## src/rtl/bias_accum_relu_unit.sv

```systemverilog
// bias_accum_relu_unit
// Accumulates N_PASS partial-sum vectors per output vector, adding the lane bias
// on the first pass only. Each lane saturates to 18 bits, optionally applies ReLU,
// and the finished vector is held on a valid/ready output until it is taken.
module bias_accum_relu_unit #(
  parameter int N_adder_tree = 16,
  parameter int N_PASS       = 4,
  parameter int ACC_W        = 22,
  parameter int RELU         = 1
) (
  input  logic                         clk,
  input  logic                         rst_n,
  input  logic                         in_valid,
  output logic                         in_ready,
  input  logic [N_adder_tree*18-1:0]   in_data,
  input  logic [N_adder_tree*18-1:0]   bias,
  output logic                         out_valid,
  input  logic                         out_ready,
  output logic [N_adder_tree*18-1:0]   out_data,
  output logic [$clog2(N_PASS):0]      pass_cnt
);

  localparam int CNT_W = $clog2(N_PASS) + 1;
  localparam logic [CNT_W-1:0] LAST_CNT = CNT_W'(N_PASS - 1);
  localparam logic signed [ACC_W-1:0] SAT_MAX = ACC_W'(131071);
  localparam logic signed [ACC_W-1:0] SAT_MIN = ACC_W'(-131072);

  typedef enum logic {
    ACCUM = 1'b0,
    OUT   = 1'b1
  } state_t;

  state_t             state_reg;
  logic               in_ready_reg;
  logic               out_valid_reg;
  logic [CNT_W-1:0]   pass_cnt_reg;

  logic accept;
  logic first_pass;
  logic last_pass;

  // in_ready_reg is only high in ACCUM, so it doubles as the state qualifier here
  assign accept     = in_valid && in_ready_reg;
  assign first_pass = (pass_cnt_reg == '0);
  assign last_pass  = (pass_cnt_reg == LAST_CNT);

  assign in_ready  = in_ready_reg;
  assign out_valid = out_valid_reg;
  assign pass_cnt  = pass_cnt_reg;

  // Control FSM: pass counting and registered handshake flags
  always_ff @(posedge clk) begin
    if (!rst_n) begin
      state_reg     <= ACCUM;
      pass_cnt_reg  <= '0;
      in_ready_reg  <= 1'b1;
      out_valid_reg <= 1'b0;
    end else begin
      case (state_reg)
        ACCUM: begin
          if (accept) begin
            if (last_pass) begin
              state_reg     <= OUT;
              pass_cnt_reg  <= '0;
              in_ready_reg  <= 1'b0;
              out_valid_reg <= 1'b1;
            end else begin
              pass_cnt_reg <= pass_cnt_reg + 1'b1;
            end
          end
        end
        OUT: begin
          if (out_ready) begin
            state_reg     <= ACCUM;
            in_ready_reg  <= 1'b1;
            out_valid_reg <= 1'b0;
          end
        end
        default: begin
          state_reg     <= ACCUM;
          pass_cnt_reg  <= '0;
          in_ready_reg  <= 1'b1;
          out_valid_reg <= 1'b0;
        end
      endcase
    end
  end

  genvar gi;
  generate
    for (gi = 0; gi < N_adder_tree; gi++) begin : g_lane
      logic signed [ACC_W-1:0] acc_reg;
      logic signed [ACC_W-1:0] in_ext;
      logic signed [ACC_W-1:0] bias_ext;
      logic signed [ACC_W-1:0] base;
      logic signed [ACC_W-1:0] sum;
      logic [17:0]             sat;
      logic [17:0]             res;
      logic [17:0]             out_reg;

      assign in_ext   = {{(ACC_W-18){in_data[gi*18+17]}}, in_data[gi*18 +: 18]};
      assign bias_ext = {{(ACC_W-18){bias[gi*18+17]}}, bias[gi*18 +: 18]};
      // the first pass restarts the lane from its bias instead of the old total
      assign base     = first_pass ? bias_ext : acc_reg;
      assign sum      = base + in_ext;

      // Clamp the full-width total to the signed 18-bit range, then optional ReLU
      always_comb begin
        sat = sum[17:0];
        if (sum > SAT_MAX) begin
          sat = 18'h1FFFF;
        end else if (sum < SAT_MIN) begin
          sat = 18'h20000;
        end
        res = sat;
        if ((RELU != 0) && sat[17]) begin
          res = '0;
        end
      end

      // Lane accumulator and output register, both updated only on an accepted pass
      always_ff @(posedge clk) begin
        if (!rst_n) begin
          acc_reg <= '0;
          out_reg <= '0;
        end else if (accept) begin
          acc_reg <= sum;
          if (last_pass) begin
            out_reg <= res;
          end
        end
      end

      assign out_data[gi*18 +: 18] = out_reg;
    end
  endgenerate

endmodule

```

## config.mk

```make
export PLATFORM = sky130hd
export DESIGN_NAME = bias_accum_relu_unit
export DESIGN_NICKNAME = d
export VERILOG_FILES = /design/src/rtl/bias_accum_relu_unit.sv
export SDC_FILE = /design/constraint.sdc
export NUM_CORES = 2
export LEC_CHECK = 0
export CAP_MARGIN = 15
export CELL_PAD_IN_SITES_DETAIL_PLACEMENT = 1
export CELL_PAD_IN_SITES_GLOBAL_PLACEMENT = 2
export CORE_ASPECT_RATIO = 0.9
export CORE_MARGIN = 2
export CORE_UTILIZATION = 39
export CTS_CLUSTER_SIZE = 40
export DETAILED_ROUTE_END_ITERATION = 10
export DONT_BUFFER_PORTS = 1
export PLACE_DENSITY = 0.91
export SLEW_MARGIN = 25
export SYNTH_ARGS = -nofsm -noshare
export SYNTH_HDL_FRONTEND = slang
export SYNTH_SLANG_ARGS = --single-unit
```

## constraint.sdc

```tcl
create_clock -name clk -period 13.2 [get_ports clk]
set_input_delay 1.32 -clock clk [delete_from_list [all_inputs] [get_ports clk]]
set_output_delay 1.32 -clock clk [all_outputs]
set_load 0.01 [all_outputs]
```

Track usage over the die:
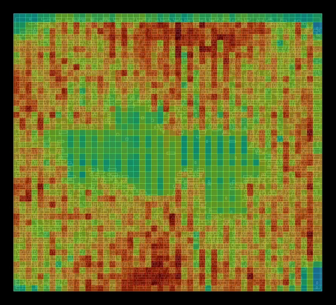
GRT met2 Usage: 0.4810
average wire per standard cell: 23.68 um

==> results.txt <==
Results of the full flow below.

Run status:
- The run finished with clean final reports.

Setup path:
- The run puts the endpoint required time on the critical path at ~14,000 ps.
- The run gives the launching element type of the critical path as a register.
- Broken down by cell family, the worst path's largest delay share belongs to AND-OR/OR-AND gates.
- The data arrival time reported for the critical path is between 6000 and 7000 ps.
- The run puts the worst-path maximum fanout at approximately 110.
- Following the worst setup path forward leads to its endpoint at g_lane[1].out_reg[4].
- Setup slack on the worst reg-to-reg path comes out at approximately 7000 ps.
- STA classifies the critical path endpoint as a register.
- In this run the worst setup path begins at pass_cnt[0].

Detailed routing:
- The run gives the number of search-and-repair iterations in the first detailed-routing pass as 6.
- The routed layout reports a DRC error count of 0.
- For this run, the detailed router reports a per-instance via density of about 6.
- The run puts the total wirelength of the detailed-routed design at 174,500 um.
- In the detailed route, the total length drawn on met3 is about 13,000 um.
- Signal nets in the final route climb as high as met5.
- The violation tally recorded at the end of detailed-routing iteration 0 is 2,586.
- The routed design uses 80,510 um of met2 wire.
- After detailed routing, the wire length on met1 is 73,370 um.

Global routing:
- The run puts the sum of overflow across all layers after global routing at 0.
- Overall routing resource usage recorded by global route was 0.2947.
- The run puts the number of antenna violations at the first check in global routing at around 53.
- The run puts the maximum number of pins on one net before global-route repair at between 100 and 150.
- The run gives the met1 routing resource usage after global routing as 0.3575.

Finish:
- The run puts the multi-input combinational cell count at between 4,000 and 5,000.
- The run gives the post-layout instance count excluding filler cells as 7,369.
- The run puts the total of fill cells in the finished design at 13,740.
- The run gives the combinational gate area as roughly 30,000 um2.
- The fraction of final cell area spent on clock buffers and inverters in this run is 0.05537.
- The run gives the count of nets after finishing as a little under 7,000.
- The register with the most flip-flops in the layout has 352 of them.
- The number of antenna diodes in the final layout is 41.
- Ranking logic cells in the layout by count gives the top entries 1,580 x sky130_fd_sc_hd__nand2_1, 630 x sky130_fd_sc_hd__dfxtp_1, 597 x sky130_fd_sc_hd__a21oi_1.
- The run gives the area of all placed cells without fillers as 47,140 um2.
- The run gives the most used logic cell in the final layout as sky130_fd_sc_hd__nand2_1.
- Of all the cell area in the finished design, non-clock buffers hold 0.007591.
- Among all cell classes, the greatest summed area belongs to combinational gates.
- The run puts the number of logic inverters in the finished layout at 112.
- The run gives the number of non-clock buffers as 41.
- The run puts the combinational share of cell area at 0.6194.
- The run gives the area overhead of the layout relative to synthesis as 8.783%.
- The run puts the count of flip-flops and latches at 630.

Timing:
- The run puts the maximum operating frequency at ~160 MHz.
- The run puts the final critical path time including I/O delays and setup at 6257 ps.
- For this run, the final setup violation count is recorded as 0.
- The run gives the transition at the pin with the smallest max-transition slack as 1070 ps.
- Setup repair after global routing left no endpoint under its margin.
- Post-route period utilization is reported as 0.4740.
- Across the routed clock network, the largest skew measured is between 20 and 25 ps.
- The run puts the final hold slack at 454.2 ps.
- The run puts the max-slew violation count at 0.

Synth:
- Sorting the synthesized cells by how often they occur yields 1,581 x sky130_fd_sc_hd__nand2_1, 630 x sky130_fd_sc_hd__dfxtp_1, 597 x sky130_fd_sc_hd__a21oi_1, 519 x sky130_fd_sc_hd__nor2_1, 360 x sky130_fd_sc_hd__ha_1.
- The run puts the synthesized netlist cell count at 5,988.
- The run gives the area share of xor/xnor cells in the synthesized design as 0.05780.
- The run gives the largest family of logic cells by area as simple AND/OR/NAND/NOR gates.
- According to the Yosys statistics, the synthesized design has a chip area of 43,340 um2.
- The run gives the post-synthesis adder-cell area fraction as 0.1113.
- The run gives the synthesized area per cell as 7.237 um2.
- The run gives the netlist area before placement as between 40,000 and 50,000 um2.
- The run gives the area fraction in mux cells as 0.01013.
- The run puts the share of async-settable or async-resettable flops after synthesis at 0.
- The run gives the yosys stat cell total as about 6,000.
- Of the synthesized area, sequential elements account for 0.2910.
- The run gives the dominant register cell as sky130_fd_sc_hd__dfxtp_1.
- The run puts the flip-flop and latch count after synthesis at 630.
- In this run, synthesis inferred 0 flip-flops with an integrated enable.
- The synthesis report lists the most area-consuming cells as sky130_fd_sc_hd__dfxtp_1 29%, sky130_fd_sc_hd__nand2_1 14%, sky130_fd_sc_hd__ha_1 10%.
- The run puts the area share of the largest cell type after synthesis at 0.2910.

Floorplan:
- The run gives the width of the die as 355.4 um.
- In this run the core area contains 115 standard-cell rows.
- The run puts the standard cell core area at 109,800 um2.
- The run gives the starting utilization of the core area as 0.3947.
- The run gives the die height as 320.2 um.
- The run gives the inserted tap cell count as about 1,500.
- According to the floorplan report, the total die area is between 100,000 and 150,000 um2.

CTS:
- The run gives the number of H-tree branching levels as 3.
- The run puts the number of instances resized during post-cts repair at 0.
- The clock passes through at most 3 buffers.
- The post-CTS hold buffer count recorded in the log is 0.
- The run gives the clock root buffer master as sky130_fd_sc_hd__clkbuf_16.
- The run gives the TritonCTS clock tree as built.
- The run puts the clock-pin transition on the worst setup and hold timing paths at 60 ps.
- The run puts the number of buffers created by CTS at 76.
- The skew report gives the latency at the later pin of the worst-skew pair as 680 ps.

Min path:
- Hold analysis shows the worst path with a depth of 2.
- The run gives the terminating pin of the worst hold path as g_lane[3].acc_reg[19].
- The tightest min-delay check is of the register to register type.

Power:
- The run gives the power density of the placed cells as 149.2 nW/um2.
- The highest supply drop recorded on VDD is 113.5 uV.
- The run gives the internal portion of total power as ~4400 uW.
- The run gives the total leakage power as 0.02075 uW.
- The run puts the combinational-cell power consumption at 2600 uW.
- The script computed the net switching share of total power as 0.3773.
- The run gives the share of total power in the clock network as 0.321.
- Of the total power, registers draw 0.310.
- The share of total power dissipated in combinational logic is 0.369.
- The run puts the switching power at 2654 uW.
- The clock network power reported by the tool is 2260 uW.

Place:
- The run gives the area after detailed placement as 44,420 um2.
- The run gives the number of port buffers as 0.
- The run puts the HPWL after detailed placement at 129,000 um.
- The run gives the setup slack after placement as between 7000 and 8000 ps.
- The run puts the cell count after placement at 7,193.
- RePlAce ended its routability-driven mode at a weighted congestion of 0.9286.

Job:
- The run gives the max-capacitance violation count as 0.
- The run gives the number of logged tool warnings as 67.
Where the registers sit:
Bar = 100 um. Other sequential cells in the stronger gray, the rest of the logic in the fainter gray.
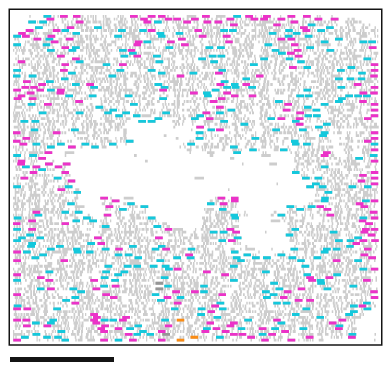
| signal | color | sequential cells |
|---|---|---|
| `g_lane.out_reg` | magenta | 272 |
| `pass_cnt` | orange | 3 |
| `g_lane.acc_reg` | cyan | 352 |
not colored: 3
register area: 12,610 um2
total sequential power: 2180 uW
sequential fraction of total cell area: 0.2675

Power and IR drop assume default switching activity.
